`src/rtl/von_neumann_update_pkg.sv`:
```
// -----------------------------------------------------------------------------
// von_neumann_update_pkg
// Shared constants for the Von Neumann cell-update block:
//   - FSM state encoding (IDLE / ACC / CALC)
//   - cell value width
//   - default diffusion shift
// No ports; imported by von_neumann_update and vn_clamp_u8.
// -----------------------------------------------------------------------------
package von_neumann_update_pkg;

    // Cell values are unsigned bytes; the datapath widths below are derived
    // from this width and are only valid for 8.
    localparam int CELL_WIDTH         = 8;

    // Diffusion rate: delta = (sum - 4*C) >>> DIFF_SHIFT, legal range 1..4.
    localparam int DEFAULT_DIFF_SHIFT = 2;

    // Accumulator holds the sum of four neighbours (max 4*255 = 1020).
    localparam int ACC_WIDTH          = 10;

    // FSM state encoding, kept as plain constants for legacy compatibility.
    localparam logic [1:0] ST_IDLE = 2'd0;
    localparam logic [1:0] ST_ACC  = 2'd1;
    localparam logic [1:0] ST_CALC = 2'd2;

    typedef logic [1:0] fsmState_t;

endpackage

```
`src/rtl/vn_clamp_u8.sv`:
```
// -----------------------------------------------------------------------------
// vn_clamp_u8
// Clamps a signed 12-bit intermediate result into the unsigned byte range.
// Ports:
//   resultIn  in  12 (signed)  raw result C + delta
//   clampVal  out 8            result limited to 0..255
//   satFlag   out 1            high when the limit was applied
// Purely combinational; the caller registers both outputs.
// -----------------------------------------------------------------------------
module vn_clamp_u8
    import von_neumann_update_pkg::*;
(
    input  logic signed [11:0]           resultIn,
    output logic        [CELL_WIDTH-1:0] clampVal,
    output logic                         satFlag
);

    // Clamp: sign bit set means below zero, any of bits 10..8 set means above 255.
    always_comb begin
        clampVal = 8'd0;
        satFlag  = 1'b0;
        if (resultIn[11]) begin
            clampVal = 8'd0;
            satFlag  = 1'b1;
        end else if (resultIn[10:8] != 3'b000) begin
            clampVal = 8'd255;
            satFlag  = 1'b1;
        end else begin
            clampVal = resultIn[7:0];
            satFlag  = 1'b0;
        end
    end

endmodule

```
`src/rtl/von_neumann_update.sv`:
```
// -----------------------------------------------------------------------------
// von_neumann_update
// One diffusion step of a Von Neumann cellular automaton cell:
//   NEXT_VAL = clamp(C + ((N + E + S + W - 4*C) >>> DIFF_SHIFT), 0, 255)
// The four neighbours are accumulated serially (one per clock) from a snapshot
// taken when Start is accepted, then the result is computed in one CALC cycle.
// Ports:
//   Clk         in   clock, rising edge
//   Reset       in   asynchronous active-low reset
//   Start       in   request an update; only sampled in IDLE
//   CENTER_VAL  in   8  current cell value
//   NORTH_VAL, EAST_VAL, SOUTH_VAL, WEST_VAL  in  8  neighbour values
//   NEXT_VAL    out  8  registered updated value (held between updates)
//   Done        out  1  one-cycle pulse when NEXT_VAL has just been updated
//   Busy        out  1  high while the FSM is not in IDLE
//   Saturated   out  1  registered: last result was clamped
//   GEN_COUNT   out  8  number of completed updates, wraps at 256
// -----------------------------------------------------------------------------
module von_neumann_update
    import von_neumann_update_pkg::*;
#(
    parameter int WIDTH      = CELL_WIDTH,
    parameter int DIFF_SHIFT = DEFAULT_DIFF_SHIFT
)
(
    input  logic             Clk,
    input  logic             Reset,
    input  logic             Start,
    input  logic [WIDTH-1:0] CENTER_VAL,
    input  logic [WIDTH-1:0] NORTH_VAL,
    input  logic [WIDTH-1:0] EAST_VAL,
    input  logic [WIDTH-1:0] SOUTH_VAL,
    input  logic [WIDTH-1:0] WEST_VAL,
    output logic [WIDTH-1:0] NEXT_VAL,
    output logic             Done,
    output logic             Busy,
    output logic             Saturated,
    output logic [WIDTH-1:0] GEN_COUNT
);

    fsmState_t               state_r;
    logic [1:0]              idx_r;
    logic [ACC_WIDTH-1:0]    acc_r;
    logic [WIDTH-1:0]        snapC_r;
    logic [WIDTH-1:0]        snapN_r;
    logic [WIDTH-1:0]        snapE_r;
    logic [WIDTH-1:0]        snapS_r;
    logic [WIDTH-1:0]        snapW_r;

    logic [WIDTH-1:0]        neighbour_s;
    logic signed [10:0]      diff_s;
    logic signed [10:0]      delta_s;
    logic signed [11:0]      result_s;
    logic [WIDTH-1:0]        clampVal_s;
    logic                    satFlag_s;

    // Neighbour select for the serial accumulation, order N, E, S, W.
    always_comb begin
        neighbour_s = snapN_r;
        case (idx_r)
            2'd0:    neighbour_s = snapN_r;
            2'd1:    neighbour_s = snapE_r;
            2'd2:    neighbour_s = snapS_r;
            2'd3:    neighbour_s = snapW_r;
            default: neighbour_s = snapN_r;
        endcase
    end

    // Laplacian-style difference and its scaled update. Both operands are
    // zero-extended to 11 bits, so the range -1020..1020 fits without overflow;
    // the arithmetic shift on a signed value gives floor rounding.
    always_comb begin
        diff_s   = $signed({1'b0, acc_r}) - $signed({1'b0, snapC_r, 2'b00});
        delta_s  = diff_s >>> DIFF_SHIFT;
        result_s = $signed({4'b0000, snapC_r}) + $signed({delta_s[10], delta_s});
    end

    vn_clamp_u8 uClamp (
        .resultIn (result_s),
        .clampVal (clampVal_s),
        .satFlag  (satFlag_s)
    );

    // Control FSM plus snapshot, accumulator and registered result outputs.
    always_ff @(posedge Clk or negedge Reset) begin
        if (!Reset) begin
            state_r   <= ST_IDLE;
            idx_r     <= 2'd0;
            acc_r     <= 10'd0;
            snapC_r   <= 8'd0;
            snapN_r   <= 8'd0;
            snapE_r   <= 8'd0;
            snapS_r   <= 8'd0;
            snapW_r   <= 8'd0;
            NEXT_VAL  <= 8'd0;
            Saturated <= 1'b0;
            Done      <= 1'b0;
            GEN_COUNT <= 8'd0;
        end else begin
            // Done is a single-cycle pulse; only the CALC branch raises it.
            Done <= 1'b0;
            case (state_r)
                ST_IDLE: begin
                    if (Start) begin
                        snapC_r <= CENTER_VAL;
                        snapN_r <= NORTH_VAL;
                        snapE_r <= EAST_VAL;
                        snapS_r <= SOUTH_VAL;
                        snapW_r <= WEST_VAL;
                        acc_r   <= 10'd0;
                        idx_r   <= 2'd0;
                        state_r <= ST_ACC;
                    end else begin
                        state_r <= ST_IDLE;
                    end
                end
                ST_ACC: begin
                    acc_r <= acc_r + {2'b00, neighbour_s};
                    idx_r <= idx_r + 2'd1;
                    if (idx_r == 2'd3) begin
                        state_r <= ST_CALC;
                    end else begin
                        state_r <= ST_ACC;
                    end
                end
                ST_CALC: begin
                    NEXT_VAL  <= clampVal_s;
                    Saturated <= satFlag_s;
                    Done      <= 1'b1;
                    GEN_COUNT <= GEN_COUNT + 8'd1;
                    state_r   <= ST_IDLE;
                end
                default: begin
                    state_r <= ST_IDLE;
                end
            endcase
        end
    end

    assign Busy = (state_r != ST_IDLE);

endmodule

```
`config.mk`:
```
export PLATFORM = sky130hd
export DESIGN_NAME = von_neumann_update
export DESIGN_NICKNAME = d
export VERILOG_FILES = /design/src/rtl/von_neumann_update_pkg.sv /design/src/rtl/vn_clamp_u8.sv /design/src/rtl/von_neumann_update.sv
export SDC_FILE = /design/constraint.sdc
export NUM_CORES = 1
export LEC_CHECK = 0
export ABC_AREA = 1
export CAP_MARGIN = 40
export CORE_MARGIN = 3
export CORE_UTILIZATION = 44
export CTS_BUF_LIST = sky130_fd_sc_hd__clkbuf_16
export DETAILED_ROUTE_END_ITERATION = 10
export GPL_ROUTABILITY_DRIVEN = 0
export PLACE_DENSITY = 0.67
export SLEW_MARGIN = 15
export SYNTH_ARGS = -nofsm -noshare
export SYNTH_HDL_FRONTEND = slang
export SYNTH_SLANG_ARGS = --single-unit
```
`constraint.sdc`:
```
create_clock -name Clk -period 5.2 [get_ports Clk]
set_input_delay 1.04 -clock Clk [delete_from_list [all_inputs] [get_ports Clk]]
set_output_delay 1.04 -clock Clk [all_outputs]
set_load 0.02 [all_outputs]
```
run_1/layer_met1.png
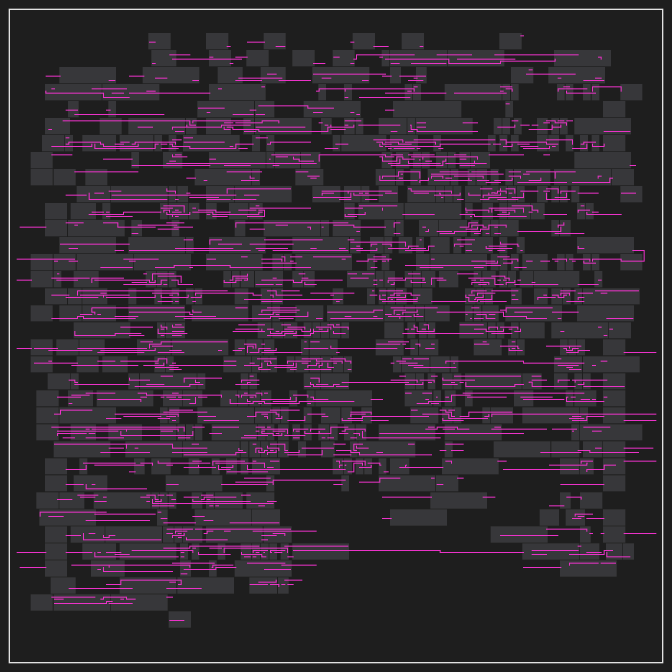
longest straight run: 26.2 um
share of all routed wire: 46%
nets with wire on the layer: 538
main direction: horizontal
wire length on this layer: 4050 um

run_1/layer_met2.png
The bar under the picture is 20 um long.
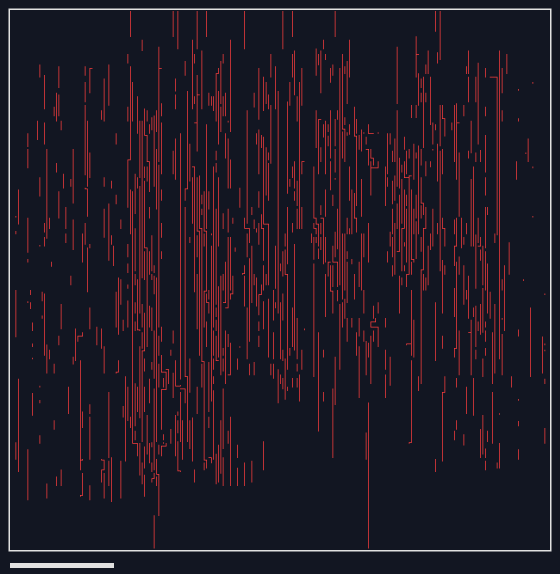
wire length on this layer: 4350 um
nets with wire on the layer: 491

==> qor.yml, run 1 <==
status: "finished, final reports clean"
rsz0062_at_grt: "no"
cp_num_cells: 19
drv_cap: 0
totalWireLength_um: 8890
n_antenna_cell: 0
portBuffers: 61
worst-setup-path-type: "reg2reg"
holdPathEnd: "GEN_COUNT[7]"
hold_path_class: "reg2reg"
crit_path_end_kind: "flip-flop"
wl_met2_um: 4350
ys_seq_share_pct: 42.4
clk_path_buf_depth: 2
areaGrowthSynthToFinish_pct: 24.4
start_kind: "flip-flop"
timing.critical_path.buf_inv: 4
netlist.area_leader.share_pct: 42.4
vias_per_cell: 4.95
vias: 3322
cts_tree: "yes"
syn_area_um2: 4250
yosys.area_share.aoi_pct: 8.92
grt_max_degree: 53
yosysChipArea_um2: 4250
netlist.top_cell.by_area: "dfrtp_1"
pre_cts_ws_ns: 2.21
drt-met1-wl_um: 4050
finalSetupViolations: 0
dp_hpwl_um: 6680
worstPathRequired_ns: 5.42
startpoint: "acc_r[2]"
setup_tns_ns: 0
cts_hold_buffers: 0
timing.fmax_ghz: 0.332
numClockSinks: 72
fp_util_pct: 45.5
grt_overflow: 0
coreArea_um2: 9330
dieArea_um2: 10900
yosys.area_share.simple_pct: 21.3
max_slew_margin_pct: 60.6
hold_viol: 0
topCellsByArea: "dfrtp_1 42%, nand2_1 10%, ha_1 8.2%"
ys_sh_adder_pct: 9.66
first_iter_violations: 98
ios: 62
antenna_found_initial: 0
critPathMaxFanout: 9
fp_nets: 550
grt_pass1_vias: 3255
cts.clk_slew.worst_paths_ns: 0.06
rr_startpoint: "acc_r[2]"
drive_gt1_share_pct: 12.7
antenna_left: 0
rows: 35
synth_flops: 72
cp_slowest_stage_delay_ns: 0.49
holdPathStages: 1
critPathArrivalTime_ns: 3.23
period_needed_ns: 3.01
synth.cellmix.xorXnorShare_pct: 3.92
grt_usage_pct: 17.1
top_layer_used: "met4"
avgRoutedWirePerCell_um: 13.3
worst_hold_startpoint: "GEN_COUNT[7]"
cts_setup_buffers: 0
nets: 611
cp_cell_sequence: "inv_1, ha_1, fa_1, inv_2, nand3_1, nand2_2, a31oi_1, xor2_1, ha_1, nand2_1, inv_1, a21oi_1, nand2_2, nand2_2, inv_2, nor2_8, nand3_1, nand2_1, nand2_1"
worst_slew_pin_slew_ns: 0.591
reg2reg_depth: 19
path_delay_family: "adder cells"
rr_endpoint: "NEXT_VAL[2]"
reg2reg_slack_ns: 2.19
setup_ws_ns: 2.19
finalCritPeriodShare_pct: 57.9
yosysCellCount: 476
die_y_um: 104
avgSynthCellArea_um2: 8.92
ys_sh_mux_pct: 7.51
root_buffer: "clkbuf_16"
met3_length_um: 456
die_w_um: 104
drc: 0
logic_family: "simple AND/OR/NAND/NOR gates"
warning_count: 30
grt_pass1_wl_um: 15200
htreeDepth: 3
cpMaxStageDelayCell: "fa_1"
synth_cells: 476
ys_types: 41
cts_resized: 0
first_pass_iters: 5
endpoint: "NEXT_VAL[2]"
slew_viol_final: 0
yosys_warnings: 0
run_1/layer_met3.png
The bar under the picture is 20 um long.
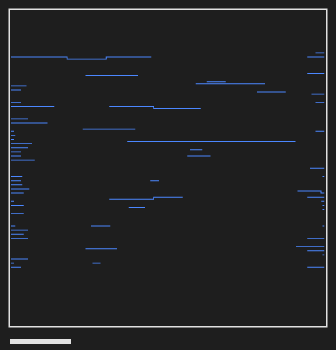
share of all routed wire: 5.1%
main direction: horizontal

run_1/clocks.png
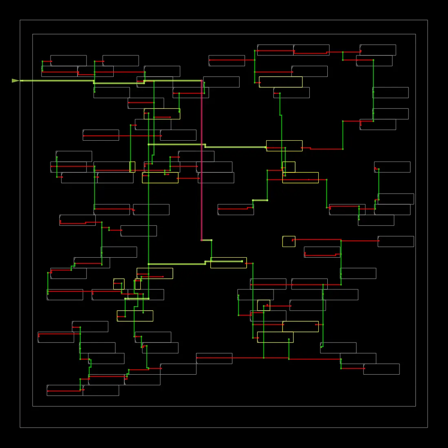
Late-Pin Clk Latency: 0.33 ns
Final Skew: 0.00870 ns
clock buf count: 9
CTS Buf Count: 9

## run 1: layout by cell type, fill, tap and decap left out, types with 2 or more instances in the layout
cell,count
dfrtp_1,72
a21oi_1,36
xnor2_1,9
clkinv_1,2
clkdlybuf4s50_1,60
nand2_1,116
mux2_2,15
nand2_2,8
o21ai_0,6
xor2_1,10
mux2_4,10
a32oi_1,8
nand3b_1,4
nand4_1,6
clkbuf_16,9
nand3_2,2
o21ai_1,6
a21o_1,2
clkinv_4,2
inv_1,46
buf_4,2
ha_1,28
inv_2,6
nor2_1,25
nand3_1,28
nor2_4,2
fa_1,3
## run 1: cells by family after synthesis
| kind of cell | after synthesis |
|---|---|
| AND-OR/OR-AND | 64 |
| buffers and inverters | 66 |
| adder cells (fa/ha/maj) | 31 |
| AND/OR/NAND/NOR | 199 |
| multiplexers | 25 |
| XOR/XNOR | 19 |
| flip-flops | 72 |
## run 1: state kept, by name (all words and copies together) (netlist names)
name / count
Saturated: 1
NEXT_VAL: 8
Done: 1
acc_r: 10
state_r: 2
snapN_r: 8
snapW_r: 8
GEN_COUNT: 8
snapE_r: 8
snapC_r: 8
idx_r: 2
snapS_r: 8
## run 1: cells in the mapped netlist, drive strengths merged
| library cell | number |
|---|---|
| a21o | 2 |
| a21oi | 38 |
| a31oi | 1 |
| a32oi | 8 |
| and3 | 1 |
| buf | 7 |
| clkbuf | 7 |
| dfrtp | 72 |
| fa | 3 |
| ha | 28 |
| inv | 52 |
| mux2 | 25 |
| nand2 | 125 |
| nand3 | 30 |
| nand3b | 4 |
| nand4 | 6 |
| nor2 | 29 |
| nor3 | 2 |
| nor3b | 1 |
| o211ai | 1 |
| o21ai | 12 |
| o22ai | 1 |
| o311ai | 1 |
| or2 | 1 |
| xnor2 | 9 |
| xor2 | 10 |
## run 1: layout make-up
type,count,area [um^2]
fill,852,4040
multi-input combinational,338,2180
sequential,72,1800
timing repair buffer,64,648
clock buffer,9,225
inverter,52,195
tap,129,161
clock inverter,7,71.3
## run 1: per-stage QoR
stage	area, um^2	utilization (%)	hold WS [ns]	std cells
after global routing	5290	56.7	0.496	671
after floorplan	4250	-	0.478	476
after detailed placement	4990	53.5	0.464	655
after CTS	5290	56.7	0.478	671
final	5290	56.7	0.473	671
after global placement	4960	53.2	0.464	654
## run 1: metal layers
layer	vias to the layer above	global-route usage [%]
li1	1686	-
met2	79	29.1
met3	2	4.03
met5	-	0
met4	0	4.56
met1	1555	22.0
## Run 2: what changed since run 1
==> constraint.sdc (replaced) <==
create_clock -name Clk -period 2.9 [get_ports Clk]
set_input_delay 0.58 -clock Clk [delete_from_list [all_inputs] [get_ports Clk]]
set_output_delay 0.58 -clock Clk [all_outputs]
set_load 0.02 [all_outputs]
run_2/layer_met3.png
The bar under the picture is 20 um long.
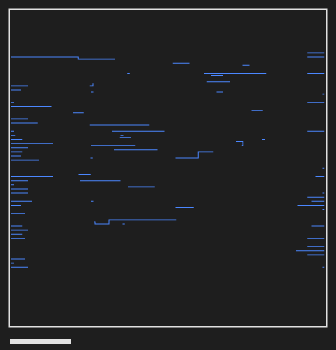
nets with wire on the layer: 64
share of all routed wire: 4.8%
longest straight run: 22.1 um
main direction: horizontal
wire length on this layer: 455 um
routed vias: 3467
met3 Usage GRT: 4.16%
final wirelength: 9510 um

==> run 2 against run 1 <==
  * Worst setup slack lost 2.1 ns
  * First-iteration DRC count grew 7.1%
  * Register-to-register slack lost 2.1 ns
==> qor.yml, run 2 <==
topCellsByArea: "dfrtp_1 42%, nand2_1 10%, ha_1 8.2%"
die_y_um: 104  # unchanged
top_layer_used: "met4"
drt-met1-wl_um: 4010  # -0.96%
fp_util_pct: 45.5  # unchanged
warning_count: 31  # +3.3%
drv_cap: 0  # unchanged
slew_viol_final: 0  # unchanged
period_needed_ns: 2.78  # -0.232 ns
yosysCellCount: 476  # unchanged
dieArea_um2: 10900  # unchanged
worst_slew_pin_slew_ns: 0.519  # -0.0721 ns
synthTopCellsByCount: "117 x nand2_1, 72 x dfrtp_1, 46 x inv_1"
met3_length_um: 455  # -0.22%
cts_hold_buffers: 0  # unchanged
finalSetupViolations: 0  # unchanged
finalCritPeriodShare_pct: 95.8  # +38 points
drive_gt1_share_pct: 20.0  # +7.3 points
portBuffers: 61  # unchanged
clk_latency_ns: 0.33  # about the same
rsz0062_at_grt: "yes"
critPathMaxFanout: 5  # -4
whs_ns: 0.223  # -0.251 ns
rr_endpoint: "NEXT_VAL[7]"
cts_tree: "yes"
nets: 624  # +2.1%
ys_types: 41  # unchanged
largest_reg_flops: 10  # unchanged
grt_max_degree: 52  # -1.9%
yosysMostFrequentCell: "nand2_1"
grt_pass1_wl_um: 15400  # +1.1%
synthArstFlopShare_pct: 100  # unchanged
start_kind: "flip-flop"
avgRoutedWirePerCell_um: 13.9  # +5.1%
die_w_um: 104  # unchanged
hold_viol: 0  # unchanged
max_slew_margin_pct: 65.3  # +4.7 points
coreArea_um2: 9330  # unchanged
n_antenna_cell: 0  # unchanged
timing.fmax_ghz: 0.360  # +8.4%
edf_count: 0  # unchanged
vias_per_cell: 5.08  # +2.5%
worst-setup-path-type: "reg2reg"
synth-main-ff-cell: "dfrtp_1"
status: "finished, final reports clean"
hold_path_class: "in2async"
netlist.top_cell.by_area: "dfrtp_1"
wl_met2_um: 4810  # +11%
critPathArrivalTime_ns: 3.00  # -0.23 ns
grt_usage_pct: 17.3  # +0.17 points
reg2reg_slack_ns: 0.12  # -2.07 ns
drc: 0  # unchanged
numCtsBuffers: 9  # unchanged
grt_overflow: 0  # unchanged
fp_nets: 550  # unchanged
run_2/clocks.png
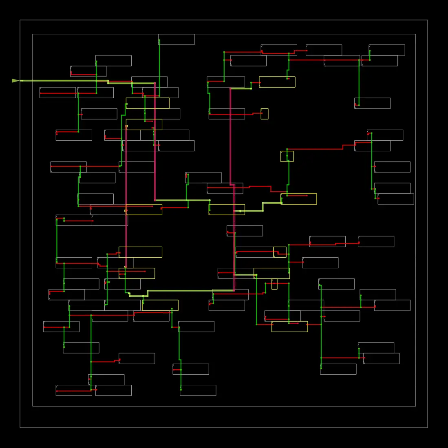
Final Skew: 0.00514 ns
sequential cells: 72
clk sinks: 72

## run 2: cell counts after synthesis
Identical to the previous run, type by type.
## run 2: layer usage
metal / vias up / track usage [%]
met5: - / 0
met4: 0 / 7.03
met3: 19 / 4.16
met2: 91 / 29.8
met1: 1637 / 20.8
li1: 1720 / -
## run 2: cells by family after synthesis
group / synth area share [%]
AND-OR/OR-AND: 8.93
XOR/XNOR: 3.92
adder cells (fa/ha/maj): 9.66
buffers and inverters: 6.27
flip-flops: 42.4
multiplexers: 7.51
AND/OR/NAND/NOR: 21.3
## run 2: what timing repair did
item,CTS,global route
setup buffers,1,6
gates resized,1,33
gates cloned,0,1
setup endpoints to repair,1,10
pin swaps,1,15
## run 2: worst max-delay path by stage
| stage | start | to | slack, ns | cells after the start |
|---|---|---|---|---|
| final | snapC_r[2] | NEXT_VAL[7] | 0.12 | 20 |
| after global routing | snapC_r[2] | NEXT_VAL[7] | -0.14 | 20 |
| after CTS | acc_r[4] | NEXT_VAL[4] | 0.05 | 19 |
| after detailed placement | acc_r[2] | NEXT_VAL[4] | 0.03 | 19 |
| after global placement | acc_r[4] | NEXT_VAL[2] | 0.13 | 19 |
| after floorplan | acc_r[2] | NEXT_VAL[2] | 0.15 | 19 |
## run 2: worst max-delay path, cell delays in order, from the launching register on
cell and delay [ns]:
dfrtp_1 0.37, inv_1 0.08, ha_2 0.31, a21oi_2 0.14, nand2_1 0.10, nand2_1 0.09
nand2_1 0.08, a21oi_2 0.15, xor2_1 0.15, inv_1 0.08, ha_4 0.23, nand2_2 0.09
nand2_1 0.06, a21oi_2 0.14, nand2_2 0.09, nand2_2 0.08, inv_4 0.06, nor2_8 0.16
nand3_2 0.09, nand2_1 0.07, nand2_1 0.05
## run 2: metrics by stage
| step | cell area (um^2) | util [%] | cells | setup WS (ns) |
|---|---|---|---|---|
| global placement | 5030 | 53.9 | 660 | 0.132 |
| CTS | 5350 | 57.4 | 676 | 0.0469 |
| floorplan | 4250 | - | 476 | 0.147 |
| finish | 5550 | 59.5 | 683 | 0.121 |
| detailed placement | 5030 | 53.9 | 660 | 0.0336 |
| global route | 5550 | 59.5 | 683 | -0.138 |
## run 2: final cells by class
class	instances	area [um^2]
Fill cell	853	3780
Multi-Input combinational cell	339	2330
Sequential cell	72	1800
Timing Repair Buffer	76	743
Clock buffer	9	225
Inverter	52	198
Tap cell	129	161
Clock inverter	6	86.3
## Run 3: what changed since run 2
--- a/config.mk
+++ b/config.mk
@@ -8,11 +8,11 @@
 export ABC_AREA = 1
 export CAP_MARGIN = 40
 export CORE_MARGIN = 3
-export CORE_UTILIZATION = 44
+export CORE_UTILIZATION = 55
 export CTS_BUF_LIST = sky130_fd_sc_hd__clkbuf_16
 export DETAILED_ROUTE_END_ITERATION = 10
 export GPL_ROUTABILITY_DRIVEN = 0
-export PLACE_DENSITY = 0.67
+export PLACE_DENSITY = 0.81
 export SLEW_MARGIN = 15
 export SYNTH_ARGS = -nofsm -noshare
 export SYNTH_HDL_FRONTEND = slang
run_3/layer_met3.png
The bar under the picture is 20 um long.
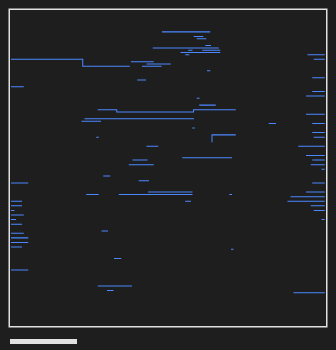
longest straight run: 32.2 um
main direction: horizontal
wire length on this layer: 447 um

==> run 3 against run 2 <==
  * Non-clock buffer count fell by 2
  * Synthesized cell count did not move
  * Critical path type unchanged
  * Wire length rose by 2.2%
  * Hold slack improved by 0.036 ns
  * Sequential share of layout area rose by 0.70 points
  * Critical path depth did not move
  * Largest cell class unchanged
  * Clock skew rose by 0.00068 ns
  * Die area fell by 19%
==> qor.yml, run 3 <==
status: "finished, final reports clean"
yosys_warnings: 0
yosysChipArea_um2: 4250
rows: 31
avgRoutedWirePerCell_um: 14.9  # +7.0%
grt_pass1_wl_um: 16000  # +3.9%
antenna_left: 0
ys_types: 41  # unchanged
setup_tns_ns: 0
max_slew_margin_pct: 60.5  # -4.7 points
die_w_um: 93.9  # -10%
totalWireLength_um: 9720  # +2.2%
cts.clk_slew.worst_paths_ns: 0.05
fp_util_pct: 57.6  # +12 points
n_antenna_cell: 0  # unchanged
vias: 3549  # +2.4%
yosysMostFrequentCell: "nand2_1"
root_buffer: "clkbuf_16"
crit_path_end_kind: "flip-flop"
drc: 0  # unchanged
cp_cell_sequence: "inv_1, ha_4, a21oi_2, nand2_1, nand2_1, nand2_1, a21oi_2, xor2_1, inv_1, ha_4, nand2_2, nand2_1, a21oi_2, nand2_2, nand2_2, inv_2, nor2_4, nand3_1, nand2_1, nand2_1"
netlist.area_leader.share_pct: 42.4
numCtsBuffers: 9  # unchanged
start_kind: "flip-flop"
period_needed_ns: 2.77  # -0.00767 ns
drive_gt1_share_pct: 17.4  # -2.7 points
cts_hold_buffers: 0  # unchanged
first_pass_iters: 5
first_iter_violations: 190
clk_path_buf_depth: 2
top_register: "acc_r"
netlist.top_cell.by_area: "dfrtp_1"
dieArea_um2: 8810  # -19%
edf_count: 0  # unchanged
nets: 622  # -0.32%
critPathMaxFanout: 5  # unchanged
numClockSinks: 72  # unchanged
portBuffers: 61  # unchanged
crit_top_cell: "nand2_1"
vias_per_cell: 5.44  # +7.2%
critPathArrivalTime_ns: 2.99  # about the same
ios: 62
ys_seq_share_pct: 42.4
instances_no_fill: 652  # -4.5%
finalClockSkew_ns: 0.00582  # +0.000682 ns
coreArea_um2: 7370  # -21%
htreeDepth: 3
placed_area_um2: 5000  # -0.60%
setup_ws_ns: 0.129  # +0.00767 ns
yosysCellCount: 476  # unchanged
dp_hpwl_um: 6690
finalSetupViolations: 0  # unchanged
antenna_found_initial: 0
hold_path_class: "in2async"
layout_top_cells: "114 x nand2_1, 71 x dfrtp_1, 60 x clkdlybuf4s50_1"
synthTopCellsByCount: "117 x nand2_1, 72 x dfrtp_1, 46 x inv_1"
rsz0062_at_grt: "yes"
syn_area_um2: 4250
pre_cts_ws_ns: 0.00164  # -0.0320 ns
grt_overflow: 0  # unchanged
synth-main-ff-cell: "dfrtp_1"
die_y_um: 93.9  # -10%
hold_viol: 0  # unchanged
whs_ns: 0.259  # +0.0361 ns
grt_max_degree: 73  # +40%
synthArstFlopShare_pct: 100  # unchanged
synth_flops: 72
synth_cells: 476
grt_pass1_vias: 3446
worst_slew_pin_slew_ns: 0.590  # +0.0703 ns
clk_latency_ns: 0.33  # about the same
slew_viol_final: 0  # unchanged
topCellsByArea: "dfrtp_1 42%, nand2_1 10%, ha_1 8.2%"
grt_usage_pct: 23.0  # +5.7 points
worst-setup-path-type: "reg2reg"
cp_slowest_stage_delay_ns: 0.40  # +0.03 ns
largest_reg_flops: 10  # unchanged
drv_cap: 0  # unchanged
finalCritPeriodShare_pct: 95.6  # -0.26 points
avgSynthCellArea_um2: 8.92
finalInstanceArea_um2: 5430  # -2.2%
lay_top_count: "nand2_1"
worstPathRequired_ns: 3.12
cpMaxStageDelayCell: "dfrtp_1"
timing.fmax_ghz: 0.361  # +0.28%
cts_tree: "yes"
numPlacedInstances: 631  # -4.4%
fp_nets: 550  # unchanged
warning_count: 31  # unchanged
reg2reg_slack_ns: 0.13  # about the same
areaGrowthSynthToFinish_pct: 27.7
run_3/layer_met1.png
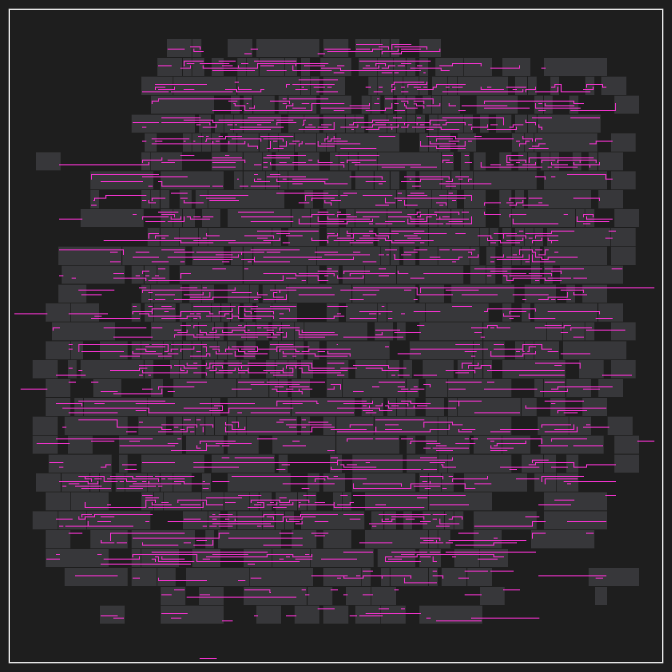
wire length on this layer: 4010 um
share of all routed wire: 41%
longest straight run: 33.6 um

==> run 3: netlist changes by cell type in the layout (fill, tap and decap cells not counted), sizes merged <==
cell,change
buf,-2
bufinv,-1
clkinv,+1
clkinvlp,+2
inv,-1
==> run 3: final timing paths <==
kind                                endpoint  cells after the start    startpoint
worst max-delay path             NEXT_VAL[5]                     20    snapC_r[2]
worst min-delay path              snapS_r[2]                      2         Reset
worst max register to register   NEXT_VAL[5]                     20    snapC_r[2]
worst min register to register  GEN_COUNT[7]                      1  GEN_COUNT[7]
max in group asynchronous         snapC_r[1]                      2         Reset
min in group Clk                GEN_COUNT[7]                      1  GEN_COUNT[7]
==> run 3: cell families after synthesis <==
family	after synthesis	synth area share (%)
AND/OR/NAND/NOR	199	21.3
flip-flops	72	42.4
buffers and inverters	66	6.27
AND-OR/OR-AND	64	8.93
adder cells (fa/ha/maj)	31	9.66
multiplexers	25	7.51
XOR/XNOR	19	3.92
==> run 3: routing by layer <==
metal / GRT usage (%) / wire length (um) / vias to the layer above / share of wire (%)
li1: - / - / 1707 / -
met1: 28.7 / 4010 / 1723 / 41
met2: 39.7 / 5080 / 102 / 52
met3: 4.01 / 446 / 17 / 4.6
met4: 8.66 / 182 / 0 / 1.9
met5: 0 / 0 / - / 0
==> run 3: per-stage QoR <==
step                utilization [%]
detailed placement             67.9
global placement               67.9
floorplan                         -
finish                         73.6
global route                   73.6
CTS                            72.0
==> run 3: final cells by class <==
cell class              instances  area (um^2)
clock buffers                   9          225
clock inverters                 7         62.6
fillers                       510         1940
inverters                      52          195
multi-input cells             339         2290
flip-flops and latches         72         1800
well taps                      99          124
repair buffers                 74          728
==> run 3: worst max-delay path: cells and delay by family (launching register included) <==
| family | cells | cell delay [ns] |
|---|---|---|
| simple gates | 11 | 0.95 |
| fa+ha+maj | 2 | 0.47 |
| compound gates | 3 | 0.41 |
| flops | 1 | 0.40 |
| buf+inv | 3 | 0.28 |
| xor+xnor | 1 | 0.15 |
==> run 3: timing repair <==
| item | in CTS | in global routing |
|---|---|---|
| cloned | 0 | 1 |
| buffers inserted | 1 | 3 |
| endpoints found under the setup margin | 2 | 10 |
| resized | 1 | 17 |
| pin swaps | 1 | 4 |
